==> src/rtl/global_broadcast_unpool.sv <==
// Replays one pooled 7-channel vector as a full IMG_WIDTH x IMG_HEIGHT pixel stream.
// A one-vector skid slot lets the next map start on the cycle after the previous map's final beat.
module global_broadcast_unpool #(
  parameter int DATA_WIDHT = 32,
  parameter int IMG_WIDTH  = 34,
  parameter int IMG_HEIGHT = 34,
  parameter int CNT_WIDTH  = 11
) (
  input  logic                    clk,
  input  logic                    rst,
  input  logic [DATA_WIDHT*7-1:0] Data_In,
  input  logic                    Valid_In,
  output logic                    Ready_In,
  output logic [DATA_WIDHT*7-1:0] Data_Out,
  output logic                    Valid_Out,
  input  logic                    Ready_Out,
  output logic                    Last_Out,
  output logic                    Row_End
);

  localparam int VEC_W = DATA_WIDHT * 7;
  localparam int COL_W = (IMG_WIDTH > 1) ? $clog2(IMG_WIDTH) : 1;
  localparam logic [CNT_WIDTH-1:0] PIX_LAST = CNT_WIDTH'(IMG_WIDTH * IMG_HEIGHT - 1);
  localparam logic [COL_W-1:0]     COL_LAST = COL_W'(IMG_WIDTH - 1);

  typedef enum logic {IDLE, STREAM} state_t;

  state_t               state, state_nxt;
  logic [VEC_W-1:0]     active_reg, pend_reg;
  logic                 pend_vld;
  logic [CNT_WIDTH-1:0] pix_cnt;
  logic [COL_W-1:0]     col_cnt;

  logic accept, beat, final_beat;

  assign Ready_In   = ~pend_vld;
  assign accept     = Valid_In & Ready_In;
  assign beat       = Valid_Out & Ready_Out;
  assign final_beat = beat & (pix_cnt == PIX_LAST);

  // NOTE: sequential state uses non-blocking assignments so every register samples pre-edge values.
  always_ff @(posedge clk or posedge rst) begin
    if (rst) state <= IDLE;
    else     state <= state_nxt;
  end

  // NOTE: the default assignment first keeps this combinational block from inferring a latch.
  always_comb begin
    state_nxt = state;
    unique case (state)
      IDLE:   if (accept) state_nxt = STREAM;
      STREAM: if (final_beat && !pend_vld && !accept) state_nxt = IDLE;
      default: state_nxt = IDLE;
    endcase
  end

  always_comb begin
    Valid_Out = (state == STREAM);
    Data_Out  = Valid_Out ? active_reg : '0;
    Last_Out  = Valid_Out & (pix_cnt == PIX_LAST);
    Row_End   = Valid_Out & (col_cnt == COL_LAST);
  end

  // Counters and the slot flag carry control meaning, so they clear asynchronously.
  always_ff @(posedge clk or posedge rst) begin
    if (rst) begin
      pix_cnt  <= '0;
      col_cnt  <= '0;
      pend_vld <= 1'b0;
    end else if (state == IDLE) begin
      if (accept) begin
        pix_cnt <= '0;
        col_cnt <= '0;
      end
    end else begin
      if (final_beat) begin
        pix_cnt  <= '0;
        col_cnt  <= '0;
        pend_vld <= 1'b0;
      end else begin
        if (beat) begin
          pix_cnt <= pix_cnt + CNT_WIDTH'(1);
          col_cnt <= (col_cnt == COL_LAST) ? '0 : col_cnt + COL_W'(1);
        end
        if (accept) pend_vld <= 1'b1;
      end
    end
  end

  // NOTE: vector storage is not reset; Data_Out is gated by Valid_Out so stale contents never leak.
  always_ff @(posedge clk) begin
    if (state == IDLE) begin
      if (accept) active_reg <= Data_In;
    end else if (final_beat) begin
      if (pend_vld)    active_reg <= pend_reg;
      else if (accept) active_reg <= Data_In;
    end else if (accept) begin
      pend_reg <= Data_In;
    end
  end

endmodule

==> config.mk <==
export PLATFORM = sky130hd
export DESIGN_NAME = global_broadcast_unpool
export DESIGN_NICKNAME = d
export VERILOG_FILES = /design/src/rtl/global_broadcast_unpool.sv
export SDC_FILE = /design/constraint.sdc
export NUM_CORES = 1
export LEC_CHECK = 0
export CAP_MARGIN = 20
export CORE_MARGIN = 2
export CORE_UTILIZATION = 47
export CTS_BUF_LIST = sky130_fd_sc_hd__clkbuf_4
export DETAILED_ROUTE_END_ITERATION = 16
export GPL_TIMING_DRIVEN = 0
export PLACE_DENSITY = 0.9
export SLEW_MARGIN = 20
export SYNTH_ARGS = -nofsm -noshare
export SYNTH_HDL_FRONTEND = slang
export SYNTH_SLANG_ARGS = --single-unit
==> constraint.sdc <==
create_clock -name clk -period 23.6 [get_ports clk]
set_clock_uncertainty 0.1 [all_clocks]
set_input_delay 4.72 -clock clk [delete_from_list [all_inputs] [get_ports clk]]
set_output_delay 4.72 -clock clk [all_outputs]
set_load 0.05 [all_outputs]
Cell placement:
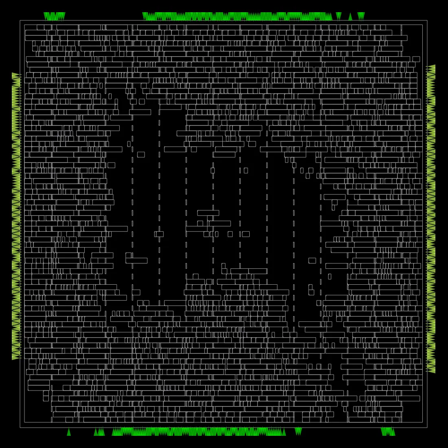
tap cells: 539
Seq/total area: 0.520
Non-Filler Instances: 2778
filler instances: 2916

Nets reached from selected ports:
Scale: 1.5 px per micron.
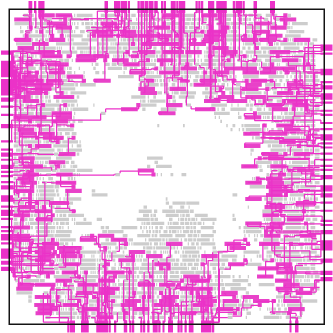
Key: magenta = `Data_In` [bits 224, direction input, edge 63 top, 59 left, 51 bottom, 51 right, end cells 448, buffers 224, wire 11100 microns]

Signal wires by layer:
Scale: 2 px per micron. Only two layers are drawn.
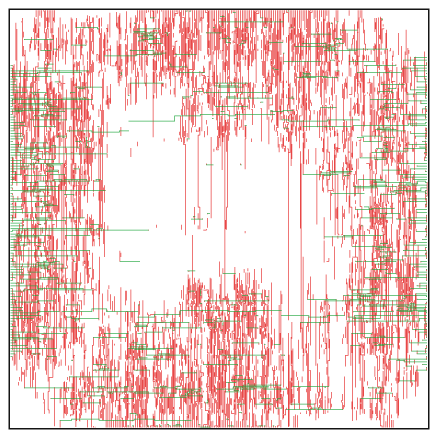
Key: red = M2 [wire length 28.1 mm]; green = M3 [wire length 5330 microns]
via count: 15.5k
Total Wirelength: 57900 microns

Ports around the boundary:
Scale: 2 px per micron. Pins as bars across the die edge, other pins in grey.
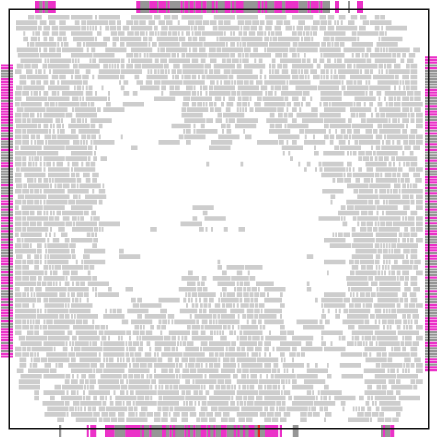
Key: magenta = `Data_In` [pins 224, direction input, edge 63 top, 59 left, 51 bottom, 51 right]; red = `Valid_Out` [pins 1, direction output, edge bottom]
All pins by edge: 122 top, 116 right, 110 bottom, 108 left.
die height: 209 microns
Die W: 209 microns
port bufs: 455

==> stage by stage <==
step | util | cell area, sq um | total power [mW] | hold slack, ns | setup slack, ns
final | 0.643 | 26800 | 1.69 | 0.406 | 15.23
after global routing | 0.643 | 26800 | 1.74 | 0.437 | 15.03
after detailed placement | 0.607 | 25300 | 1.00 | 0.417 | 15.93
after CTS | 0.643 | 26800 | 1.70 | 0.406 | 15.11
after floorplan | - | 19700 | 0.950 | 0.388 | 5.27
after global placement | 0.599 | 25000 | 0.997 | 0.411 | -7.12
==> synth_stat cells, drive strengths merged (2+ instances only) <==
master | count | area [sq um]
ha | 3 | 37.5
o2111ai | 3 | 26.3
nand2 | 458 | 1720
o31ai | 2 | 15.0
inv | 4 | 15.0
and3 | 5 | 31.3
nand3 | 6 | 35.0
nor2b | 2 | 12.5
a22oi | 226 | 1700
nand4 | 3 | 18.8
dfrtp | 19 | 475
clkbuf | 44 | 166
a21oi | 3 | 18.8
o211ai | 4 | 35.0
buf | 58 | 285
nor2 | 16 | 67.6
edfxtp | 448 | 13500
xor2 | 7 | 61.3
o22ai | 2 | 26.3
or3 | 2 | 12.5
and2 | 226 | 1410
o21ai | 9 | 45.0
==> cell type report <==
type | instances | area [sq um] | share of cell area
plain buffers | 102 | 453 | 0.0169
well taps | 539 | 674 | 0.0252
clock inverters | 56 | 365 | 0.0136
inverters | 4 | 15.0 | 0.000560
multi-input cells | 985 | 5370 | 0.200
repair buffers | 467 | 4840 | 0.181
flip-flops and latches | 467 | 13900 | 0.520
diodes | 5 | 12.5 | 0.000467
clock buffers | 153 | 1150 | 0.0428
==> worst max-delay path, stage by stage, from the launching register on <==
cell and delay [ns]:
dfrtp_1 0.36, buf_6 0.14, clkbuf_1 0.69, clkbuf_1 0.40
and2_1 0.23, clkdlybuf4s50_1 0.87
==> impl_metrics.env <==
# implementation run metrics
export IMPL_m1WireLength_microns=21700
export IMPL_wl_met2_microns=28100
export IMPL_cts_max_path_buffers=3
export IMPL_run_status="complete, no violations"
export IMPL_crit_end="Data_Out[192]"
export IMPL_dr_pass1_iters=6
export IMPL_yosysCellCount=1558
export IMPL_reg2regPathDepth=9
export IMPL_hold_buffers=0
export IMPL_ys_ff=467
export IMPL_die_area_sq_um=43700
export IMPL_seqPwrFrac=0.543
export IMPL_period_minus_slack_ns=8.37
export IMPL_clock_net_power_mw=0.705
export IMPL_edf_count=448
export IMPL_met2_usage=0.426
export IMPL_top_logic_kind="simple AND/OR/NAND/NOR gates"
export IMPL_grt_max_degree=88
export IMPL_yosysUniqueCellTypes=40
export IMPL_place_inst=2564
export IMPL_path_clk_slew_ns=0.07
export IMPL_cp_startpoint="Valid_Out$_DFF_PP0_"
export IMPL_synthArstFlopShare=0.0407
export IMPL_seq_cell_power_mw=0.918
export IMPL_met3_length_microns=5330
export IMPL_hp_class="flip-flop to flip-flop"
export IMPL_topRoutingLayerUsed="met4"
export IMPL_required_ns=18.78
export IMPL_fp_util=0.474
export IMPL_cts_sinks=467
export IMPL_clock_fmax_ghz=0.119
export IMPL_row_count=75
export IMPL_viasPerCell=5.58
export IMPL_rrSetupSlack_ns=20.13
export IMPL_comb_power_mw=0.0661
export IMPL_cts_resized=0
export IMPL_layout_cells_most_common="nand2_1"
export IMPL_most_common_layout_cells="nand2_1 (457), clkdlybuf4s50_1 (455), edfxtp_1 (448)"
export IMPL_leakage_nw=9.94
export IMPL_yosys_area_share_simple=0.170
export IMPL_synthXorXnorAreaFrac=0.00355
export IMPL_powerDensity_nw_per_um2=63.0
export IMPL_gr_total_overflow=0
export IMPL_min_path_cells=2
export IMPL_setup_violations=0
export IMPL_gp_congestion=0.868
export IMPL_grt_busiest_layer="met2"
export IMPL_first_iter_violations=1600
export IMPL_compound_area_frac=0.0953
export IMPL_cts_buffers=116
export IMPL_criticalPathCategory="flip-flop to primary output"
export IMPL_use_met1=0.317
export IMPL_warnings=27
export IMPL_synth_yosys_seq_area_share=0.705
export IMPL_grt_pass1_vias=15700
export IMPL_timing_slew_headroom=0.384
export IMPL_synthesis_instances=1558
export IMPL_grt_usage=0.260
export IMPL_hold_violations=0
export IMPL_ys_area_sq_um=19700
export IMPL_routedWlPerCell_microns=20.9
export IMPL_num_io_pins=456
export IMPL_cp_arrival_ns=3.55
export IMPL_worstSetupStartpointType="flip-flop"
export IMPL_clkPwrFrac=0.417
export IMPL_root_buffer="clkbuf_4"
export IMPL_internal_power_mw=1.31
export IMPL_ys_warn_count=0
export IMPL_p_sw_frac=0.225
export IMPL_grt_pass1_wl_microns=87900
export IMPL_drtAntennaViolNets=0
export IMPL_netlist_area_sq_um=19700
export IMPL_maxPowerGroup="registers"
export IMPL_hold_path_end="active_reg[139]$_DFFE_PP_"
export IMPL_areaGrowthSynthToFinish_pct=35.8
export IMPL_slew_violations=0
export IMPL_insertion_delay_ns=0.85
export IMPL_drive_above_1_share=0.107
export IMPL_setup_tns_ns=0
export IMPL_post_cts_repair_setup_buffers=0
export IMPL_finalClockPeriodUsage=0.355
export IMPL_cts_tree="yes"
export IMPL_drc=0
export IMPL_num_nets_final=2374
export IMPL_maxCapViolCount=0
export IMPL_rsz0062_at_grt="false"
export IMPL_vdd_drop_max_v=0.0000583
export IMPL_worst_slew_pin_slew_ns=0.923
export IMPL_timing_rr_start="pix_cnt[0]$_DFFE_PP0P_"
export IMPL_met3_usage=0.0697
export IMPL_fa_ha_area_frac=0.00190
export IMPL_avgSynthCellArea_sq_um=12.7
export IMPL_p_comb_frac=0.039
export IMPL_ys_flop_type="edfxtp_1"
export IMPL_dp_hpwl_microns=39500
export IMPL_mux_share=0
export IMPL_crit_path_end_kind="primary output"
export IMPL_p_sw_mw=0.380
export IMPL_syn_nets=1789
export IMPL_hp_start="pend_reg[139]$_DFFE_PP_"
export IMPL_htreeDepth=3
export IMPL_core_sq_um=41700
export IMPL_critPathMaxFanout=10
export IMPL_antenna_found_initial=3
export IMPL_rr_endpoint="pend_reg[49]$_DFFE_PP_"
Power is estimated from default activity; no workload was simulated.
